==> src/rtl/data_bus_arbiter_pkg.sv <==
`default_nettype none
// ============================================================================
// Module   : data_bus_arbiter_pkg
// Purpose  : Shared types and constants for the two-master data bus arbiter:
//            ownership state encoding, one-hot grant codes, default limits.
// Revision : 1.0 - initial release
// ============================================================================
package data_bus_arbiter_pkg;

  // Bus ownership states
  typedef enum logic [1:0] {
    ST_IDLE = 2'd0,
    ST_OWN0 = 2'd1,
    ST_OWN1 = 2'd2
  } arb_state_t;

  // One-hot grant codes presented on the grant output
  localparam logic [1:0] GRANT_NONE = 2'b00;
  localparam logic [1:0] GRANT_M0   = 2'b01;
  localparam logic [1:0] GRANT_M1   = 2'b10;

  // Default limits
  localparam int DEF_MAX_LOCK = 8;
  localparam int DEF_TIMEOUT  = 16;

endpackage : data_bus_arbiter_pkg
`default_nettype wire

==> src/rtl/data_bus_arbiter_timeout.sv <==
`default_nettype none
// ============================================================================
// Module   : bus_timeout_counter
// Purpose  : Counts consecutive cycles a transfer is outstanding. Raises a
//            one-cycle 'expired' pulse on the TIMEOUT-th enabled cycle and
//            restarts from zero; 'clear' restarts it at any time.
// Revision : 1.0 - initial release
// ============================================================================
module bus_timeout_counter
  import data_bus_arbiter_pkg::*;
#(
  parameter int TIMEOUT = DEF_TIMEOUT
) (
  input  logic clk,
  input  logic rst_n,
  input  logic clear,
  input  logic enable,
  output logic expired
);

  localparam int            CW   = (TIMEOUT > 2) ? $clog2(TIMEOUT) : 1;
  localparam logic [CW-1:0] LAST = CW'(TIMEOUT - 1);

  logic [CW-1:0] count;

  // Expiry is purely combinational so the owner is completed in the same cycle
  assign expired = enable && (count == LAST);

  // Cycle counter: restarts on clear or on its own expiry
  always_ff @(posedge clk or negedge rst_n) begin
    if (!rst_n) begin
      count <= '0;
    end else if (clear || expired) begin
      count <= '0;
    end else if (enable) begin
      count <= count + CW'(1);
    end
  end

endmodule : bus_timeout_counter
`default_nettype wire

==> src/rtl/data_bus_arbiter.sv <==
`default_nettype none
// ============================================================================
// Module   : data_bus_arbiter
// Purpose  : Round-robin arbiter sharing one slave data bus between two
//            masters. Registered grant, optional bus lock with a bounded
//            length while the other master waits, and a slave timeout that
//            completes a hung transfer with an error.
// Revision : 1.0 - initial release
// ============================================================================
module data_bus_arbiter
  import data_bus_arbiter_pkg::*;
#(
  parameter int AW       = 32,
  parameter int DW       = 32,
  parameter int MAX_LOCK = DEF_MAX_LOCK,
  parameter int TIMEOUT  = DEF_TIMEOUT
) (
  input  logic          clk,
  input  logic          rst_n,
  // master 0
  input  logic          m0_req,
  input  logic          m0_lock,
  input  logic [AW-1:0] m0_addr,
  input  logic [DW-1:0] m0_wdata,
  input  logic [3:0]    m0_wen,
  output logic          m0_ack,
  output logic          m0_err,
  output logic [DW-1:0] m0_rdata,
  // master 1
  input  logic          m1_req,
  input  logic          m1_lock,
  input  logic [AW-1:0] m1_addr,
  input  logic [DW-1:0] m1_wdata,
  input  logic [3:0]    m1_wen,
  output logic          m1_ack,
  output logic          m1_err,
  output logic [DW-1:0] m1_rdata,
  // slave side
  output logic          s_req,
  output logic [AW-1:0] s_addr,
  output logic [DW-1:0] s_wdata,
  output logic [3:0]    s_wen,
  input  logic          s_ack,
  input  logic [DW-1:0] s_rdata,
  // current owner
  output logic [1:0]    grant
);

  // lock_cnt only needs to reach MAX_LOCK-1; one extra value keeps it safe
  localparam int             LCW       = (MAX_LOCK > 1) ? $clog2(MAX_LOCK + 1) : 1;
  localparam logic [LCW-1:0] LOCK_LAST = LCW'(MAX_LOCK - 1);

  arb_state_t     state;
  arb_state_t     state_next;
  logic           rr;
  logic           rr_next;
  logic [LCW-1:0] lock_cnt;
  logic [LCW-1:0] lock_next;

  logic           own_req;
  logic           own_lock;
  logic           other_req;
  logic           other_idx;
  arb_state_t     other_state;

  logic           done_ok;
  logic           done;
  logic           tmo_clear;
  logic           tmo_enable;
  logic           tmo_expired;

  // Owner-relative view of the two masters
  always_comb begin
    own_req     = 1'b0;
    own_lock    = 1'b0;
    other_req   = 1'b0;
    other_idx   = 1'b0;
    other_state = ST_IDLE;
    case (state)
      ST_OWN0: begin
        own_req     = m0_req;
        own_lock    = m0_lock;
        other_req   = m1_req;
        other_idx   = 1'b1;
        other_state = ST_OWN1;
      end
      ST_OWN1: begin
        own_req     = m1_req;
        own_lock    = m1_lock;
        other_req   = m0_req;
        other_idx   = 1'b0;
        other_state = ST_OWN0;
      end
      default: ;
    endcase
  end

  // Slave-side mux: owner's request passes straight through; idle bus is all zero
  always_comb begin
    s_req   = 1'b0;
    s_addr  = '0;
    s_wdata = '0;
    s_wen   = 4'b0000;
    case (state)
      ST_OWN0: begin
        s_req   = m0_req;
        s_addr  = m0_addr;
        s_wdata = m0_wdata;
        s_wen   = m0_req ? m0_wen : 4'b0000;
      end
      ST_OWN1: begin
        s_req   = m1_req;
        s_addr  = m1_addr;
        s_wdata = m1_wdata;
        s_wen   = m1_req ? m1_wen : 4'b0000;
      end
      default: ;
    endcase
  end

  // A stray s_ack with no request outstanding never completes anything
  assign done_ok    = s_req && s_ack;
  assign tmo_enable = s_req && !s_ack;
  assign tmo_clear  = !s_req || s_ack;
  assign done       = done_ok || tmo_expired;

  bus_timeout_counter #(
    .TIMEOUT (TIMEOUT)
  ) u_tmo (
    .clk     (clk),
    .rst_n   (rst_n),
    .clear   (tmo_clear),
    .enable  (tmo_enable),
    .expired (tmo_expired)
  );

  // Completion responses routed to the current owner only
  always_comb begin
    m0_ack   = 1'b0;
    m0_err   = 1'b0;
    m0_rdata = '0;
    m1_ack   = 1'b0;
    m1_err   = 1'b0;
    m1_rdata = '0;
    if (done) begin
      if (state == ST_OWN0) begin
        m0_ack   = 1'b1;
        m0_err   = tmo_expired;
        m0_rdata = done_ok ? s_rdata : '0;
      end else if (state == ST_OWN1) begin
        m1_ack   = 1'b1;
        m1_err   = tmo_expired;
        m1_rdata = done_ok ? s_rdata : '0;
      end
    end
  end

  // Registered grant decoded from the ownership state
  always_comb begin
    grant = GRANT_NONE;
    case (state)
      ST_OWN0: grant = GRANT_M0;
      ST_OWN1: grant = GRANT_M1;
      default: grant = GRANT_NONE;
    endcase
  end

  // Next ownership, round-robin pointer and lock-length tracking
  always_comb begin
    state_next = state;
    rr_next    = rr;
    lock_next  = lock_cnt;
    case (state)
      ST_IDLE: begin
        lock_next = '0;
        if (m0_req && m1_req) begin
          state_next = rr ? ST_OWN1 : ST_OWN0;
        end else if (m0_req) begin
          state_next = ST_OWN0;
        end else if (m1_req) begin
          state_next = ST_OWN1;
        end
      end
      ST_OWN0, ST_OWN1: begin
        if (!own_req) begin
          // Owner abandoned its request: release the bus without an ack
          state_next = ST_IDLE;
          lock_next  = '0;
        end else if (done) begin
          if (own_lock && !other_req) begin
            // Uncontended lock: keep the bus, nothing to count against
            lock_next = '0;
          end else if (own_lock && (lock_cnt < LOCK_LAST)) begin
            lock_next = lock_cnt + LCW'(1);
          end else begin
            rr_next    = other_idx;
            lock_next  = '0;
            state_next = other_req ? other_state : ST_IDLE;
          end
        end else if (!other_req) begin
          lock_next = '0;
        end
      end
      default: begin
        state_next = ST_IDLE;
        lock_next  = '0;
      end
    endcase
  end

  // State, pointer and lock counter registers
  always_ff @(posedge clk or negedge rst_n) begin
    if (!rst_n) begin
      state    <= ST_IDLE;
      rr       <= 1'b0;
      lock_cnt <= '0;
    end else begin
      state    <= state_next;
      rr       <= rr_next;
      lock_cnt <= lock_next;
    end
  end

endmodule : data_bus_arbiter
`default_nettype wire

==> config.mk <==
export PLATFORM = sky130hd
export DESIGN_NAME = data_bus_arbiter
export DESIGN_NICKNAME = d
export VERILOG_FILES = /design/src/rtl/data_bus_arbiter_pkg.sv /design/src/rtl/data_bus_arbiter_timeout.sv /design/src/rtl/data_bus_arbiter.sv
export SDC_FILE = /design/constraint.sdc
export NUM_CORES = 1
export LEC_CHECK = 0
export ABC_CLOCK_PERIOD_IN_PS = 4300
export CAP_MARGIN = 15
export CORE_AREA = 3 3 120 122
export CTS_BUF_LIST = sky130_fd_sc_hd__clkbuf_2 sky130_fd_sc_hd__clkbuf_4 sky130_fd_sc_hd__clkbuf_8
export DETAILED_ROUTE_END_ITERATION = 8
export DIE_AREA = 0 0 123 125
export PLACE_DENSITY_LB_ADDON = 0.3
export SYNTH_ARGS = -nofsm -noshare
export SYNTH_HDL_FRONTEND = slang
export SYNTH_SLANG_ARGS = --single-unit
export TNS_END_PERCENT = 30
==> constraint.sdc <==
create_clock -name clk -period 4.3 [get_ports clk]
set_input_delay 0.645 -clock clk [delete_from_list [all_inputs] [get_ports clk]]
set_output_delay 0.645 -clock clk [all_outputs]
set_load 0.05 [all_outputs]
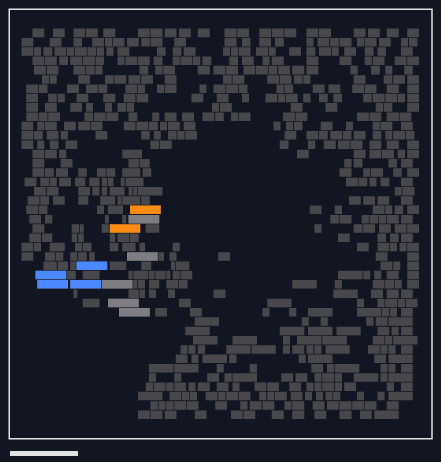
**Above:** run 1 (register map, names as in the netlist).
The bar under the picture is 20 um long.
| colour | signal | sequential cells |
|---|---|---|
| blue | `lock_cnt` | 4 |
| orange | `state` | 2 |
FF/Latch Area: 275 sq um
Seq area share: 0.0464

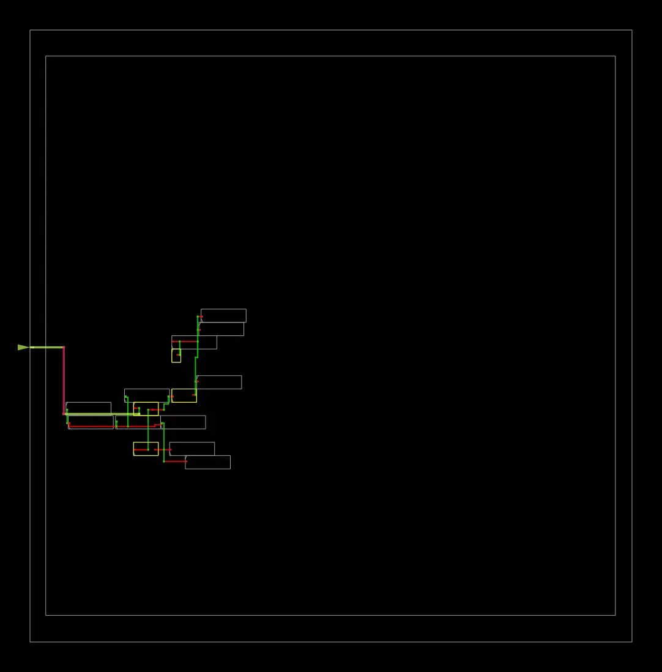
**Above:** run 1 (clock wiring as the flow saved it).
CTS sink cnt: 11
flip-flops: 11
later-pin clock latency in the skew report: 0.23 ns

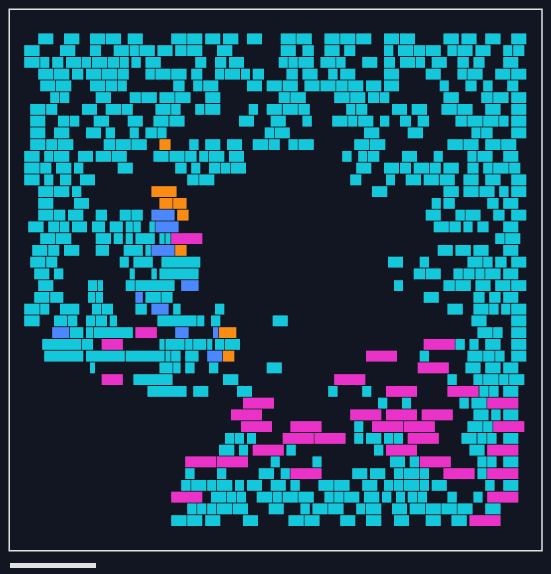
**Above:** run 1 (drive-strength map).
The bar under the picture is 20 um long.
| colour | size | cells |
|---|---|---|
| magenta | x6 and larger | 36 |
| orange | x3 and x4 | 8 |
| cyan | x1 and smaller | 551 |
| blue | x2 | 10 |
least setup slack across all paths after layout: 0.535 ns
area delta synth->final: 156%
Layout Cell Area excl Fill: 5930 sq um
non-clock buffer total of the final layout: 318

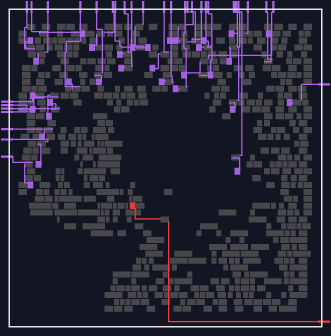
**Above:** run 1 (port wiring).
| colour | port | bits | direction | edge | end cells | buffers | wire |
|---|---|---|---|---|---|---|---|
| purple | `s_wdata` | 32 | output | 24 top, 7 left, 1 right | 32 | 32 | 863 um |
| red | `m0_ack` | 1 | output | right | 1 | 1 | 114 um |
number of port buffers: 313
I/O pin count: 314

==> run 1: final timing paths <==
kind	start	slack, ns	endpoint	depth (start not counted)
setup / recovery	m1_req	0.54	m0_rdata[28]	7
hold / removal	u_tmo.count[0]$_DFFE_PN0P_	0.47	u_tmo.count[0]$_DFFE_PN0P_	1
setup reg to reg	state[0]$_DFFE_PN0P_	2.04	state[0]$_DFFE_PN0P_	7
hold reg to reg	u_tmo.count[0]$_DFFE_PN0P_	0.47	u_tmo.count[0]$_DFFE_PN0P_	1
max in group asynchronous	rst_n	3.23	rr$_DFFE_PN0P_	1
min in group asynchronous	rst_n	0.74	lock_cnt[0]$_DFFE_PN0P_	1
==> run 1: report_power, final <==
part / switching [uW] / internal, uW
clock: 35.8 / 63.4
sequential: 15.5 / 117
combinational: 1380 / 872
total: 1430 / 1050
==> run notes, run 1 <==
run metrics: maximum number of pins on one net before global-route repair 73, final period demand of the worst path 3.76 ns, number of hold violations in the final report 0, synthesis warning total 0, power per unit of standard cell area 419 nW/um^2, die outline area 15400 sq um, Non-Clock Buffer Area Fraction 0.591, xor/xnor cell area share of the yosys netlist 0.00756, overall routing resource usage 0.158, most common logic cells in the final layout sky130_fd_sc_hd__clkdlybuf4s50_1 (281), sky130_fd_sc_hd__a22oi_1 (70), sky130_fd_sc_hd__nor2b_1 (68), tally of OpenROAD warnings 31, Pleak 0.00212 uW, total cells reported by yosys after synthesis 315, result of the run complete, no violations, relative slew slack 0.598, Vias/cell 4.46, Area-dominant class non-clock buffers, part of the Yosys area used for sequential elements 0.119, TritonCTS Buffers 3, Yosys cell types 41, fraction of final layout cells sized beyond drive strength 1 0.0893, count of H-tree levels built during CTS 1, predominant post-synthesis flop cell sky130_fd_sc_hd__dfrtp_1, hold crit path type reg -> reg, Final TNS setup 0 ns, remaining routing DRC violations 0, Die Height 125 um, footprint of the multi-input gates 1860 sq um, number of antenna violations at the first check in global routing 0, maximum clock path buffer count 2, clock tree from TritonCTS done, commonest cells in the synthesized netlist sky130_fd_sc_hd__a22oi_1 (70), sky130_fd_sc_hd__nor2b_1 (68), sky130_fd_sc_hd__and2_1 (64), sky130_fd_sc_hd__clkbuf_1 (13), sky130_fd_sc_hd__dfrtp_1 (11), sum of met3 wire segment lengths after detailed routing 1.29 mm, area leader, netlist sky130_fd_sc_hd__a22oi_1, syn avg cell area 7.35 sq um, slowest stage cell, crit path sky130_fd_sc_hd__clkdlybuf4s50_1, wire per inst 17.1 um, number of combinational gates with multiple inputs 267, final weighted congestion in routability-driven placement 0.901, AND-OR/OR-AND share of the synthesized area 0.290, dominant cell by count in the synthesized netlist sky130_fd_sc_hd__a22oi_1, number of pins with negative max-slew slack in the final report 0, Final setup violation count 0, peak-usage layer in the global routing report met2, power after layout 2480 uW, die width 123 um, WHS 0.465 ns, number of iterations in the first detailed-routing pass 4, post-synth tally of flip-flops with integrated enable 0, post-place setup slack 0.549 ns, type of element capturing the critical path output port, most common cell after layout, fill and taps aside sky130_fd_sc_hd__clkdlybuf4s50_1, wire length of the first global-routing pass 19.8 mm, top routing layer in use met4, top cells by area sky130_fd_sc_hd__a22oi_1 (23%), sky130_fd_sc_hd__nor2b_1 (18%), sky130_fd_sc_hd__and2_1 (17%), global route overflow 0, total cell area reported by yosys after synthesis 2320 sq um, max frequency 0.266 GHz, share of synthesized cell area in and, or, nand and nor gates 0.437, Detail Route Antenna Nets 0, post-cts hold buffer count 0, total of fill cells in the finished design 1264, number of buffer and inverter stages on the critical path 3, final wirelength 13.4 mm, clk_buf instances 3, count of antenna diodes in the layout 0, final-stage net count 789, area fraction in mux cells 0.0189, Synth logic family simple AND/OR/NAND/NOR gates, classification of the worst setup path in -> out, cell count after synthesis 315, floorplan row count 42, number of synthesized register bits 11, M1 wire length 4.52 mm, post-CTS setup buffer count 0, RSZ-0062 raised after global routing no, number of logic inverters in the finished layout 5, kind of cell adding the most delay to the critical path buffers and inverters, share of the cycle needed by the critical path after routing 0.875, portion of the layout cell area used by clock cells 0.00781, required time at the endpoint of the critical path 3.65 ns, number of instances in the placed design 777, Taps Inserted 176, Crit path largest cell delay 0.80 ns, non-filler instance count after layout 781, Floorplan Utilization 0.174, slew at the pin closest to its max-slew limit 0.601 ns, HPWL Detailed 11.1 mm, total of max-cap violations 0, share of flip-flops with an asynchronous set or reset after synthesis 1.00, Regs by FF count lock_cnt: 4 flops, u_tmo.count: 4 flops, state: 2 flops, violation count after the first detailed-route iteration 154, placement-stage cell area 5880 sq um, share of synthesized cell area in full adder, half adder and majority cells 0.0475, Clock Root Buffer sky130_fd_sc_hd__clkbuf_8, grt met3 use 0.0434, arrival time worst endpoint 3.12 ns, maximum resistive drop on vdd 0.000213 V, via total after detailed routing 3482, Worst Path Max Fanout 32, worst-case clock skew 0.00562 ns
==> run 2, diff against run 1 <==
--- a/config.mk
+++ b/config.mk
@@ -11,6 +11,7 @@
 export CTS_BUF_LIST = sky130_fd_sc_hd__clkbuf_2 sky130_fd_sc_hd__clkbuf_4 sky130_fd_sc_hd__clkbuf_8
 export DETAILED_ROUTE_END_ITERATION = 8
 export DIE_AREA = 0 0 123 125
+export GPL_ROUTABILITY_DRIVEN = 0
 export PLACE_DENSITY_LB_ADDON = 0.3
 export SYNTH_ARGS = -nofsm -noshare
 export SYNTH_HDL_FRONTEND = slang
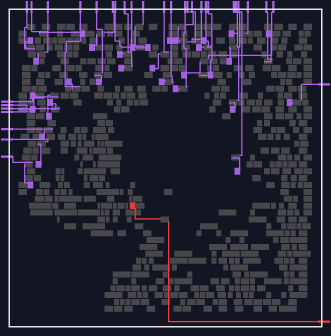
**Above:** run 2 (port wiring).

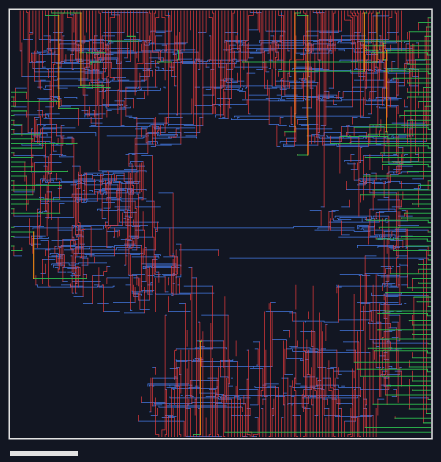
**Above:** run 2 (signal wires by layer).
The bar under the picture is 20 um long.
| colour | layer | wire length |
|---|---|---|
| green | M3 | 1290 um |
| red | M2 | 7340 um |
| blue | M1 | 4520 um |
| orange | M4 | 224 um |
overall routing resource usage: 0.158
via total after detailed routing: 3482

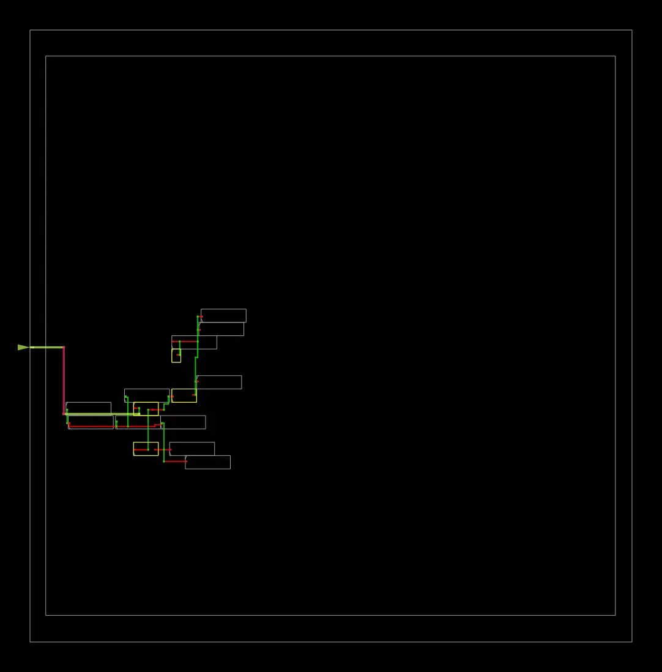
**Above:** run 2 (clock wiring as the flow saved it).
clk_buf instances: 3
TritonCTS Buffers: 3
worst-case clock skew: 0.00562 ns
clock network power: 99.2 uW

==> run 2 against run 1 <==
Effect of this change: clock power about the same; critical path depth unchanged; cell count unchanged; routed wire length unchanged; critical endpoint unchanged.
==> run notes, run 2 <==
run metrics: result of the run complete, no violations, number of combinational gates with multiple inputs 267 (unchanged), Non-Clock Buffer Area Fraction 0.591 (unchanged), most common cell after layout, fill and taps aside sky130_fd_sc_hd__clkdlybuf4s50_1, Area-dominant class non-clock buffers, area fraction in mux cells 0.0189 (unchanged), maximum number of pins on one net before global-route repair 73 (unchanged), Hold Path Sink u_tmo.count[0]$_DFFE_PN0P_, final-stage net count 789 (unchanged), share of synthesized cell area in full adder, half adder and majority cells 0.0475 (unchanged), share of the cycle needed by the critical path after routing 0.875 (unchanged), source of the worst hold timing path u_tmo.count[0]$_DFFE_PN0P_, HPWL Detailed 11.1 mm (unchanged), share of flip-flops with an asynchronous set or reset after synthesis 1.00 (unchanged), total of max-cap violations 0 (unchanged), remaining routing DRC violations 0 (unchanged), classification of the worst setup path in -> out, predominant post-synthesis flop cell sky130_fd_sc_hd__dfrtp_1, dominant cell by count in the synthesized netlist sky130_fd_sc_hd__a22oi_1, combinational cell power 2250 uW (about the same), floorplan row count 42 (unchanged), switching part of the total power 0.576 (unchanged), number of iterations in the first detailed-routing pass 4 (unchanged), later-pin clock latency in the skew report 0.23 ns (about the same), placement-stage cell area 5880 sq um (unchanged), number of logic inverters in the finished layout 5 (unchanged), internal power component 1050 uW (unchanged), power after layout 2480 uW (unchanged), Worst R2R End state[0]$_DFFE_PN0P_, post-cts hold buffer count 0 (unchanged), number of port buffers 313 (unchanged), clock network fraction of total power 0.040 (about the same), synthesis warning total 0 (unchanged), Clock Root Buffer sky130_fd_sc_hd__clkbuf_8, origin of the worst setup path m1_req, top cells by area sky130_fd_sc_hd__a22oi_1 (23%), sky130_fd_sc_hd__nor2b_1 (18%), sky130_fd_sc_hd__and2_1 (17%), arrival time worst endpoint 3.12 ns (about the same), number of synthesized register bits 11 (unchanged), global route overflow 0 (unchanged), Yosys cell types 41 (unchanged), Regs by FF count lock_cnt: 4 flops, u_tmo.count: 4 flops, state: 2 flops, max frequency 0.266 GHz (unchanged), maximum clock path buffer count 2 (unchanged), portion of the layout cell area used by clock cells 0.00781 (unchanged), Layout Cell Area excl Fill 5930 sq um (unchanged), final wirelength 13.4 mm (unchanged), I/O pin count 314 (unchanged), maximum resistive drop on vdd 0.000213 V (unchanged), final period demand of the worst path 3.76 ns (unchanged), sequential logic power 133 uW (about the same), Worst Reg-to-Reg Cells 7 (unchanged), count of antenna diodes in the layout 0 (unchanged), Detail Route Antenna Nets 0 (unchanged), total cell area reported by yosys after synthesis 2320 sq um (unchanged), post-place setup slack 0.549 ns (unchanged), number of instances in the placed design 777 (unchanged), sequential power share 0.054 (about the same), wire per inst 17.1 um (unchanged), violation count after the first detailed-route iteration 154 (unchanged), Taps Inserted 176 (unchanged), clock tree from TritonCTS done, tally of OpenROAD warnings 31 (unchanged), last element of the critical path m0_rdata[28], Vias/cell 4.46 (unchanged), cell count after synthesis 315 (unchanged), area leader, netlist sky130_fd_sc_hd__a22oi_1, non-filler instance count after layout 781 (unchanged), power per unit of standard cell area 419 nW/um^2 (unchanged)
-- run 2: cell counts in the layout (fill, tap and decap cells not counted) --
Identical to the previous run, type by type.
-- run 2: worst max-delay path: stages --
cell and delay (ns):
sky130_fd_sc_hd__clkdlybuf4s50_1 0.66, sky130_fd_sc_hd__and2_4 0.25, sky130_fd_sc_hd__o21ai_4 0.09, sky130_fd_sc_hd__inv_2 0.13, sky130_fd_sc_hd__and3_4 0.35, sky130_fd_sc_hd__and2_1 0.18
sky130_fd_sc_hd__clkdlybuf4s50_1 0.80
-- run 2: per-layer routing --
metal | track usage | part of all wire | vias to the layer above
met5 | 0 | 0 | -
met4 | 0.0274 | 0.017 | 0
met3 | 0.0434 | 0.097 | 20
met2 | 0.310 | 0.55 | 158
met1 | 0.166 | 0.34 | 1599
li1 | - | - | 1705
**Run 2: register map, names as in the netlist**

The bar under the picture is 20 um long.
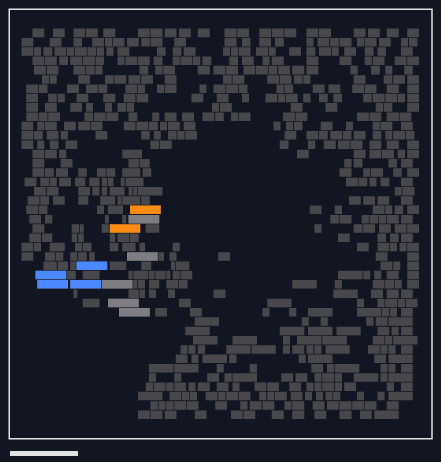

==> run 3, diff against run 2 <==
--- a/config.mk
+++ b/config.mk
@@ -5,14 +5,15 @@
 export SDC_FILE = /design/constraint.sdc
 export NUM_CORES = 1
 export LEC_CHECK = 0
-export ABC_CLOCK_PERIOD_IN_PS = 4300
+export ABC_CLOCK_PERIOD_IN_PS = 3130
 export CAP_MARGIN = 15
-export CORE_AREA = 3 3 120 122
+export CORE_AREA = 3 3 121 123
 export CTS_BUF_LIST = sky130_fd_sc_hd__clkbuf_2 sky130_fd_sc_hd__clkbuf_4 sky130_fd_sc_hd__clkbuf_8
 export DETAILED_ROUTE_END_ITERATION = 8
-export DIE_AREA = 0 0 123 125
+export DIE_AREA = 0 0 124 126
 export GPL_ROUTABILITY_DRIVEN = 0
 export PLACE_DENSITY_LB_ADDON = 0.3
+export SLEW_MARGIN = 20
 export SYNTH_ARGS = -nofsm -noshare
 export SYNTH_HDL_FRONTEND = slang
 export SYNTH_SLANG_ARGS = --single-unit
==> constraint.sdc (replaced) <==
create_clock -name clk -period 3.13 [get_ports clk]
set_input_delay 0.4695 -clock clk [delete_from_list [all_inputs] [get_ports clk]]
set_output_delay 0.4695 -clock clk [all_outputs]
set_load 0.05 [all_outputs]
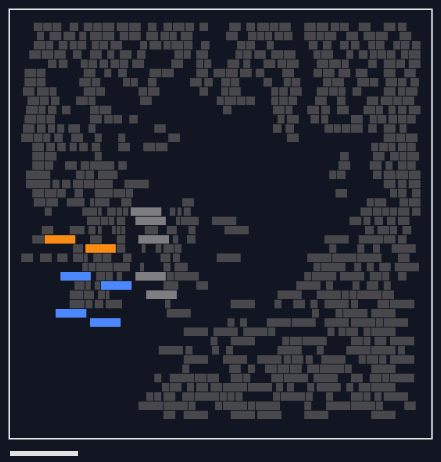
**Above:** run 3 (register map, names as in the netlist).
The bar under the picture is 20 um long.
sequential logic power: 181 uW
Seq area share: 0.0444
utilization after layout: 0.450

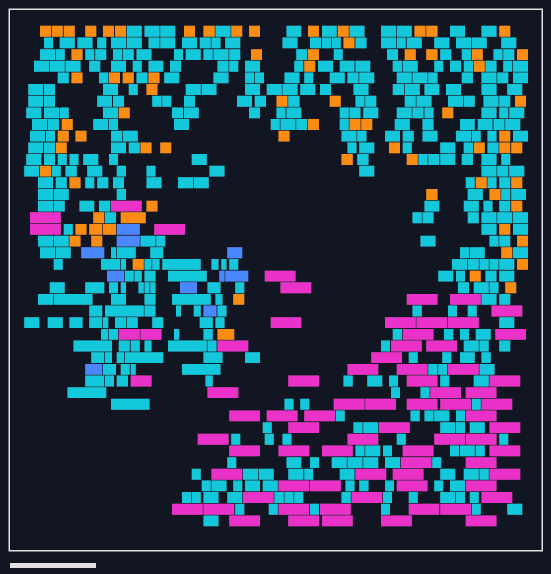
**Above:** run 3 (drive-strength map).
The bar under the picture is 20 um long.
| colour | size | cells |
|---|---|---|
| magenta | x6 and larger | 76 |
| cyan | x1 and smaller | 445 |
| orange | x3 and x4 | 76 |
| blue | x2 | 10 |
area delta synth->final: 167%
non-clock buffer total of the final layout: 320
Layout Cell Area excl Fill: 6190 sq um
least setup slack across all paths after layout: 0.423 ns

==> run 3 against run 2 <==
Effect of this change: count of clock-buffer cells in the layout up 1; synthesized area unchanged; clock power up 53%; cell count up 0.77%.
==> run notes, run 3 <==
run metrics: cell-by-cell listing of the critical path inv_1 > ha_2 > buf_12 > nand2b_1 > nor3_2 > buf_4 > and2_1 > buf_12, total cell area reported by yosys after synthesis 2320 sq um (unchanged), maximum clock path buffer count 2 (unchanged), final-stage net count 791 (+0.25%), tally of OpenROAD warnings 31 (unchanged), Worst R2R End state[0]$_DFFE_PN0P_, worst-case clock skew 0.000786 ns (-0.00483 ns), Vias/cell 4.44 (-0.33%), most common cell after layout, fill and taps aside sky130_fd_sc_hd__clkdlybuf4s50_1, Clock Root Buffer sky130_fd_sc_hd__clkbuf_8, clock tree from TritonCTS done, maximum resistive drop on vdd 0.000480 V (+130%), Regs by FF count lock_cnt: 4 flops, u_tmo.count: 4 flops, state: 2 flops, post-cts hold buffer count 0 (unchanged), share of flip-flops with an asynchronous set or reset after synthesis 1.00 (unchanged), placement-stage cell area 6140 sq um (+4.5%), later-pin clock latency in the skew report 0.23 ns (about the same), most common logic cells in the final layout sky130_fd_sc_hd__clkdlybuf4s50_1 (176), sky130_fd_sc_hd__buf_12 (73), sky130_fd_sc_hd__buf_4 (71), arrival time worst endpoint 2.24 ns (-0.88 ns), last element of the critical path m1_rdata[14], max frequency 0.369 GHz, Hold Path Sink u_tmo.count[0]$_DFFE_PN0P_, result of the run complete, no violations, area leader, netlist sky130_fd_sc_hd__a22oi_1, non-filler instance count after layout 787 (+0.77%), slowest stage cell, crit path sky130_fd_sc_hd__dfrtp_1, synthesis warning total 0 (unchanged), top routing layer in use met4, Critical Path Most Common Cell sky130_fd_sc_hd__buf_12, share of the cycle needed by the critical path after routing 0.865, HPWL Detailed 11.5 mm (+3.1%), Taps Inserted 180 (+2.3%), Crit path largest cell delay 0.42 ns (-0.38 ns), amount of wire on met2 after detailed routing 7.57 mm (+3.2%), post-place setup slack 0.531 ns (-0.0183 ns), Area-dominant class non-clock buffers, number of instances in the placed design 783 (+0.77%), number of antenna violations at the first check in global routing 0, number of synthesized register bits 11 (unchanged), I/O pin count 314 (unchanged), final period demand of the worst path 2.71 ns, met1 demand-to-capacity share in global routing 0.168 (+0.00219), Yosys cell types 41 (unchanged), M1 wire length 4.79 mm (+6.1%), Worst Reg-to-Reg Cells 6 (-1), dominant cell by count in the synthesized netlist sky130_fd_sc_hd__a22oi_1, TritonCTS Buffers 3 (unchanged), top cells by area sky130_fd_sc_hd__a22oi_1 (23%), sky130_fd_sc_hd__nor2b_1 (18%), sky130_fd_sc_hd__and2_1 (17%), classification of the worst setup path reg -> out, global route overflow 0 (unchanged), number of pins with negative max-slew slack in the final report 0, power after layout 3360 uW (+36%), remaining routing DRC violations 0 (unchanged), number of port buffers 313 (unchanged), maximum number of pins on one net before global-route repair 78 (+6.8%), source of the worst hold timing path u_tmo.count[0]$_DFFE_PN0P_, total of max-cap violations 0 (unchanged), origin of the worst setup path state[0]$_DFFE_PN0P_, cell count after synthesis 315 (unchanged), number of combinational gates with multiple inputs 267 (unchanged), peak-usage layer in the global routing report met2, global routing usage on met2 0.313 (+0.00301), sum of met3 wire segment lengths after detailed routing 1.11 mm (-14%), grt met3 use 0.0287 (-0.0146), number of iterations in the first detailed-routing pass 5 (+1), number of logic inverters in the finished layout 5 (unchanged), floorplan row count 43 (+2.4%), total cells reported by yosys after synthesis 315, Detail Route Antenna Nets 0 (unchanged)
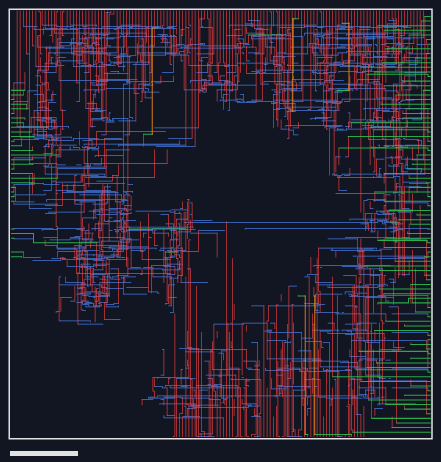
**Above:** run 3 (signal wires by layer).
The bar under the picture is 20 um long.
| colour | layer | wire length |
|---|---|---|
| orange | M4 | 160 um |
| green | M3 | 1110 um |
| blue | M1 | 4790 um |
| red | M2 | 7570 um |
wire per inst: 17.3 um
via total after detailed routing: 3497
overall routing resource usage: 0.156
final wirelength: 13.6 mm

## run 3: cell counts after synthesis
Identical to the previous run, type by type.
## run 3: worst max-delay path: cells and delay by family (launching register included)
kind / cells / cell delay (ns)
and+or+nand+nor: 3 / 0.48
buffers and inverters: 4 / 0.84
DFF: 1 / 0.42
adders and majority gates: 1 / 0.23
## run 3: kinds of logic after synthesis
| family | count (synthesis) | synth area share |
|---|---|---|
| fa+ha+maj | 9 | 0.0475 |
| buf+inv | 37 | 0.0800 |
| mux | 4 | 0.0189 |
| compound gates | 90 | 0.290 |
| simple gates | 162 | 0.437 |
| xor+xnor | 2 | 0.00756 |
| flops | 11 | 0.119 |
## run 3: power breakdown
| group | switching [uW] | internal [uW] |
|---|---|---|
| registers | 19.5 | 161 |
| clock network | 53.9 | 98.2 |
| logic | 1880 | 1150 |
Power figures rest on the tool's default switching activity, not on a simulated workload.
